==> config.mk <==
export PLATFORM = sky130hd
export DESIGN_NAME = rr_grant_scheduler_flat
export DESIGN_NICKNAME = d
export VERILOG_FILES = /design/src/rtl/rr_grant_scheduler_if.sv /design/src/rtl/rr_grant_scheduler.sv /design/src/flat_wrapper.sv
export SDC_FILE = /design/constraint.sdc
export NUM_CORES = 1
export LEC_CHECK = 0
export CORE_UTILIZATION = 51
export CTS_CLUSTER_DIAMETER = 100
export CTS_CLUSTER_SIZE = 30
export DETAILED_ROUTE_END_ITERATION = 16
export PLACE_DENSITY = 0.77
export SYNTH_ARGS = -nofsm -noshare
export SYNTH_HDL_FRONTEND = slang
export SYNTH_SLANG_ARGS = --single-unit
==> constraint.sdc <==
create_clock -name clk -period 2 [get_ports clk]
set_input_delay 0.2 -clock clk [delete_from_list [all_inputs] [get_ports clk]]
set_output_delay 0.2 -clock clk [all_outputs]
set_load 0.03 [all_outputs]
==> src/rtl/rr_grant_scheduler_if.sv <==
// rtl/rr_grant_scheduler_if.sv - requester/grant bundle between clients and the round-robin scheduler
interface rr_grant_scheduler_if #(
    parameter int NUM_REQ = 4,
    parameter int ID_W    = 2
);
    logic [NUM_REQ-1:0] request;
    logic               done;
    logic [NUM_REQ-1:0] grant;
    logic [ID_W-1:0]    grant_id;
    logic               busy;
    logic               timeout;

    // master: the requester side; slave: the scheduler
    modport master (
        output request, done,
        input  grant, grant_id, busy, timeout
    );

    modport slave (
        input  request, done,
        output grant, grant_id, busy, timeout
    );
endinterface

==> src/rtl/rr_grant_scheduler.sv <==
// rtl/rr_grant_scheduler.sv - round-robin owner scheduler with hold timeout and one-cycle turnaround gap
module rr_grant_scheduler #(
    parameter int NUM_REQ  = 4,
    parameter int HOLD_MAX = 16,
    parameter int ID_W     = 2
) (
    input  logic               clk,
    input  logic               reset,
    rr_grant_scheduler_if.slave bus
);
    localparam int HC_W = (HOLD_MAX < 1) ? 1 : $clog2(HOLD_MAX + 1);
    localparam logic [HC_W-1:0] HOLD_LIM = HC_W'(HOLD_MAX);

    localparam logic [1:0] ST_IDLE  = 2'd0;
    localparam logic [1:0] ST_GRANT = 2'd1;
    localparam logic [1:0] ST_GAP   = 2'd2;

    logic [1:0]         state_q, state_d;
    logic [ID_W-1:0]    ptr_q, ptr_d;
    logic [ID_W-1:0]    grant_id_q, grant_id_d;
    logic [NUM_REQ-1:0] grant_q, grant_d;
    logic [HC_W-1:0]    hold_cnt_q, hold_cnt_d;
    logic               timeout_q, timeout_d;

    logic               found;
    logic [ID_W-1:0]    pick;
    logic [ID_W-1:0]    idx_w;
    int                 idx;

    // first requester at or after ptr, wrapping modulo NUM_REQ
    always_comb begin
        found = 1'b0;
        pick  = ptr_q;
        idx   = 0;
        idx_w = '0;
        for (int k = 0; k < NUM_REQ; k++) begin
            idx = int'(ptr_q) + k;
            if (idx >= NUM_REQ) begin
                idx = idx - NUM_REQ;
            end
            idx_w = ID_W'(idx);
            if (!found && bus.request[idx_w]) begin
                found = 1'b1;
                pick  = idx_w;
            end
        end
    end

    always_comb begin
        state_d    = state_q;
        ptr_d      = ptr_q;
        grant_id_d = grant_id_q;
        grant_d    = grant_q;
        hold_cnt_d = hold_cnt_q;
        timeout_d  = 1'b0;

        case (state_q)
            ST_GRANT: begin
                if (!bus.request[grant_id_q] || bus.done ||
                    ((HOLD_MAX != 0) && (hold_cnt_q == HOLD_LIM))) begin
                    // done / dropped request take priority, so they mask the timeout
                    timeout_d = bus.request[grant_id_q] && !bus.done;
                    grant_d   = '0;
                    state_d   = ST_GAP;
                    ptr_d     = (grant_id_q == ID_W'(NUM_REQ - 1)) ? '0
                                                                   : grant_id_q + ID_W'(1);
                end else if (hold_cnt_q != '1) begin
                    hold_cnt_d = hold_cnt_q + HC_W'(1);
                end
            end
            default: begin
                if (found) begin
                    grant_d       = '0;
                    grant_d[pick] = 1'b1;
                    grant_id_d    = pick;
                    hold_cnt_d    = HC_W'(1);
                    state_d       = ST_GRANT;
                end else begin
                    state_d = ST_IDLE;
                end
            end
        endcase
    end

    always_ff @(posedge clk or negedge reset) begin
        if (!reset) begin
            state_q    <= ST_IDLE;
            ptr_q      <= '0;
            grant_id_q <= '0;
            grant_q    <= '0;
            hold_cnt_q <= '0;
            timeout_q  <= 1'b0;
        end else begin
            state_q    <= state_d;
            ptr_q      <= ptr_d;
            grant_id_q <= grant_id_d;
            grant_q    <= grant_d;
            hold_cnt_q <= hold_cnt_d;
            timeout_q  <= timeout_d;
        end
    end

    assign bus.grant    = grant_q;
    assign bus.grant_id = grant_id_q;
    assign bus.busy     = (state_q == ST_GRANT);
    assign bus.timeout  = timeout_q;
endmodule

==> src/flat_wrapper.sv <==
// flat-port wrapper written by rule: the top's interface ports become plain ports
module rr_grant_scheduler_flat 
#(
    parameter int NUM_REQ  = 4,
    parameter int HOLD_MAX = 16,
    parameter int ID_W     = 2
)
  (clk, reset, bus_request, bus_done, bus_grant, bus_grant_id, bus_busy, bus_timeout);
  rr_grant_scheduler_if #(.NUM_REQ(NUM_REQ), .ID_W(ID_W)) bus_i ();
  input  logic clk;
  input  logic reset;
  input wire logic [$bits(bus_i.request)-1:0] bus_request;
  input wire logic [$bits(bus_i.done)-1:0] bus_done;
  output wire logic [$bits(bus_i.grant)-1:0] bus_grant;
  output wire logic [$bits(bus_i.grant_id)-1:0] bus_grant_id;
  output wire logic [$bits(bus_i.busy)-1:0] bus_busy;
  output wire logic [$bits(bus_i.timeout)-1:0] bus_timeout;
  assign bus_i.request = bus_request;
  assign bus_i.done = bus_done;
  assign bus_grant = bus_i.grant;
  assign bus_grant_id = bus_i.grant_id;
  assign bus_busy = bus_i.busy;
  assign bus_timeout = bus_i.timeout;
  rr_grant_scheduler #(.NUM_REQ(NUM_REQ), .HOLD_MAX(HOLD_MAX), .ID_W(ID_W)) u_core (.clk(clk), .reset(reset), .bus(bus_i));
endmodule
==> run_1/ff_map.png <==
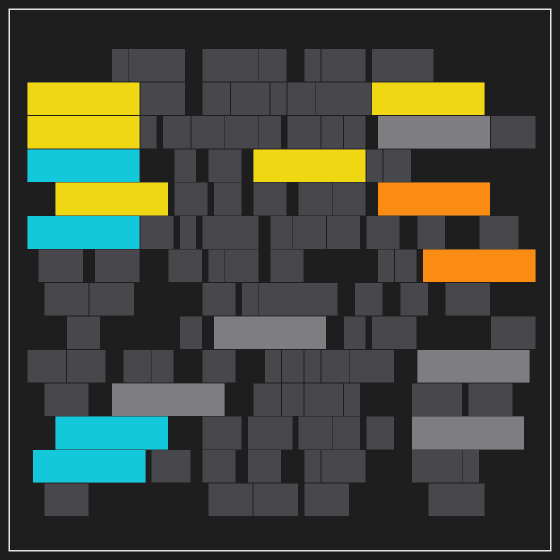
- u_core.hold_cnt_q: yellow (flops 5)
- u_core.state_q: orange (flops 2)
- u_core.bus.grant: cyan (flops 4)
- not coloured: 5

==> run_1/util_map.png <==
9 x 9 tiles, from black (low) to pale yellow (high), 0 to 100% covered.
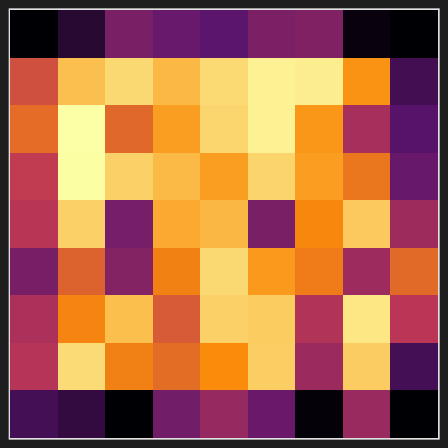
- nearly empty tiles: 6.2%
- fullest tile: 100%
- mean over tiles: 58%
- tiles over 75% full: 38%
- densest ninth of the die: centre

==> run_1/class_map.png <==
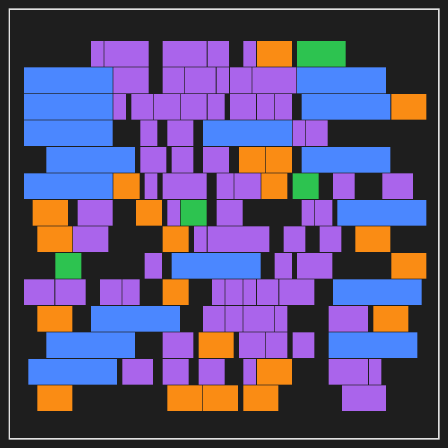
- remaining logic cells: purple (cells 70)
- registers: blue (cells 16)
- clock drivers and dummy loads: green (cells 4)
- remaining buffers and delay cells: orange (cells 21)

==> run_1/sizing.png <==
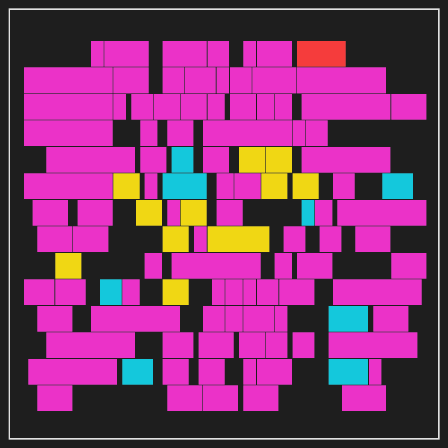
- x6 and larger: red (cells 1; share 0.90%)
- x1 and smaller: magenta (cells 91; share 82%)
- x2: cyan (cells 8; share 7.2%)
- x3 and x4: yellow (cells 11; share 9.9%)

==> GITHUB_STEP_SUMMARY, run 1 <==
## PnR job results

| Metric | Value |
|---|---|
| Status | finished, final reports clean |
| P&R area growth vs syn | 27.20% |
| Top cell family by delay on the critical path | buffers and inverters |
| H-tree Lvls | 1 |
| Reg2reg start | u_core.hold_cnt_q[0] |
| Largest net degree at the start of global routing | 17 |
| First-pass GRT wire length | between 3000 and 4000 um |
| Via density | 6.331 |
| Comb group | 0.000912 W |
| Switching Fraction | 0.4168 |
| CTS tree | done |
| Die height | 43.94 um |
| Worst Hold Class | input pin to async pin |
| Yosys top cell area share | 0.4463 |
| Hold Slack | 0.3262 ns |
| Post-synthesis adder-cell area fraction | 0.05579 |
| RSZ-0062 raised after global routing | false |
| Highest routed layer | met4 |
| Post-synth seq share | 0.4463 |
| Post-layout nets | 123 |
| Grt total ovfl | 0 |
| Launching element type of the critical path | flip-flop |
| First-pass detailed-route iteration total | 4 |
| Top reg by flops | u_core.hold_cnt_q |
| Filler instances | 129 |
| Comb area leader | AND-OR/OR-AND gates |
| Worst-path clk slew | 0.09 ns |
| Async S/R FF share, synth | 1.000 |
| Yosys top cell by instances | dfrtp_1 |
| Worst-path maximum fanout | 7 |
| Port Buffers | 14 |
| CTS Hold Bufs | 0 |
| Drc violations | 0 |
| R2r endpoint | u_core.hold_cnt_q[3] |
| # diodes | 0 |
| Grt met2 use | 0.3940 |
| Cell count after synthesis | 87 |
| Yosys simple share | 0.1869 |
| Crit path capture | bus_busy |
| Cell Area, Synth | between 800 and 900 um^2 |
| Die width | roughly 44 um |
| Crit path capture type | primary output |
| Worst Max-Slew Pin Slew | 0.6893 ns |
| Worst Path Arrival | between 1.5 and 2 ns |
| Max reg flops | 5 |
| Final setup viols | 0 |
## run 1: stage by stage
step / std cells / total power [W] / util / instance area, um^2 / worst slack, ns
2_1_floorplan: 87 / 0.001099 / - / 897.1 / 0.2265
3_3_place_gp: 123 / 0.001414 / 0.7008 / 1105 / 0.08605
3_5_place_dp: 123 / 0.001441 / 0.7008 / 1105 / 0.04368
4_1_cts: 127 / 0.001659 / 0.7238 / 1141 / 0.1248
5_1_grt: 127 / 0.001776 / 0.7238 / 1141 / 0.07340
6_report: 127 / 0.001655 / 0.7238 / 1141 / 0.1291
## run 1: area by class of cell
cell class              instances  area, um^2  share of cell area
inverters                       5       18.77             0.01645
multi-input cells              65       473.0              0.4145
repair buffers                 21       192.7              0.1689
flip-flops and latches         16       400.4              0.3509
clock buffers                   4       36.28             0.03180
well taps                      16       20.02             0.01754
==> run 2: changes to the inputs <==
Settings changed: CAP_MARGIN set to 20.
==> run_2/util_map.png <==
9 x 9 tiles, from black (low) to pale yellow (high), 0 to 100% covered.
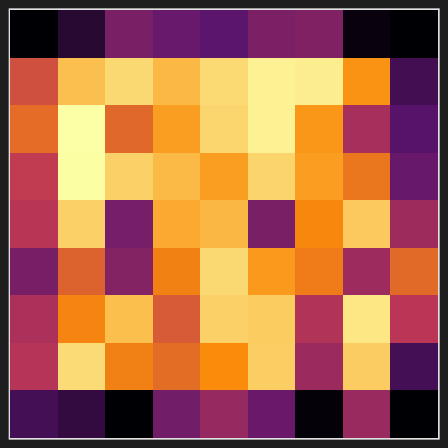
- nearly empty tiles: 6.2%
- fullest tile: 100%
- mean over tiles: 58%
- tiles over 75% full: 38%

==> run 2 against run 1 <==
Via count stayed put; die size stayed put; synthesized area stayed put; combinational power hardly changed; flip-flop count stayed put; global-route usage stayed put; non-clock buffer count stayed put; cell area stayed put; clock skew stayed put; power stayed put; clock power hardly changed; count of clock-buffer cells in the layout stayed put; largest power group unchanged.
==> GITHUB_STEP_SUMMARY, run 2 <==
## PnR job results

| Metric | Value |
|---|---|
| Grt met2 use | 0.3940 |
| Critical Path, Cell by Cell | nand2b_2 -> inv_2 -> clkdlybuf4s50_1 |
| Post-layout nets | roughly 120 |
| Switching Fraction | 0.4168 |
| Placed Cells | 123 |
| Final core occ | 0.7238 |
| Die width | 43.94 um |
| R2r endpoint | u_core.hold_cnt_q[3] |
| Die height | 43.94 um |
| CTS tree | done |
| Yosys top cell area share | 0.4463 |
| Worst Max-Slew Pin Slew | 0.6893 ns |
| Port Buffers | 14 |
| Yosys top cell by instances | dfrtp_1 |
| Top reg by flops | u_core.hold_cnt_q |
| Unique masters post-synth | 37 |
| H-tree Lvls | 1 |
| Slew HR | 0.5390 |
| Worst Hold Class | input pin to async pin |
| Cell Area, Synth | 897.1 um^2 |
| Cell Area, Placed | 1105 um^2 |
| WL per Instance | 15.39 um |
| Largest net degree at the start of global routing | 17 |
| Launching element type of the critical path | flip-flop |
| Status | finished, final reports clean |
| CTS Hold Bufs | 0 |
| Post-synth seq share | 0.4463 |
| Worst-path maximum fanout | 7 |
| Fin area | 1141 um^2 |
| Comb group | slightly above 0.0009 W |
| Hold Slack | ~0.33 ns |
| Post-Layout Cell Count | 127 |
| Top cell family by delay on the critical path | buffers and inverters |
| Crit path capture type | primary output |
| Place WS | 0.04368 ns |
| P&R area growth vs syn | 27.20% |
| Grt total ovfl | 0 |
| Final worst slack | 0.1291 ns |
| Crit path capture | bus_busy |
| Worst-path clk slew | roughly 0.090 ns |
| Highest routed layer | met4 |
| Max reg flops | 5 |
| Drc violations | 0 |
| Final Power | 0.001655 W |
| Via density | between 6 and 7 |
==> run_2/class_map.png <==
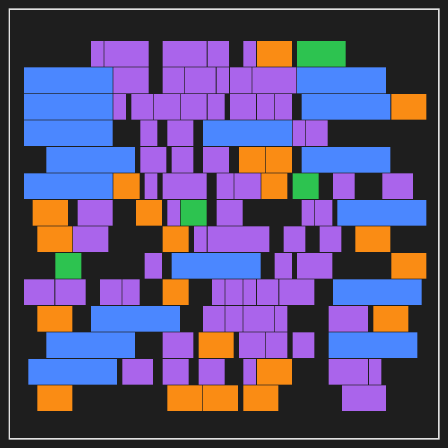
- remaining logic cells: purple (cells 70)
- clock drivers and dummy loads: green (cells 4)
- remaining buffers and delay cells: orange (cells 21)
- registers: blue (cells 16)

## run 2: cell counts after synthesis
No cell type changed its count.
## run 2: area by class of cell
| class | count | area (um^2) |
|---|---|---|
| multi-input cells | 65 | 473.0 |
| repair buffers | 21 | 192.7 |
| well taps | 16 | 20.02 |
| inverters | 5 | 18.77 |
| clock buffers | 4 | 36.28 |
| fillers | 129 | 435.4 |
| flip-flops and latches | 16 | 400.4 |
## run 2: kinds of logic after synthesis
kind of cell | count (synthesis) | synth area share
buf+inv | 6 | 0.02649
flops | 16 | 0.4463
mux | 5 | 0.05858
simple gates | 30 | 0.1869
fa+ha+maj | 4 | 0.05579
compound gates | 26 | 0.2259
No activity file was given, so power comes from the tool's default toggle rates.
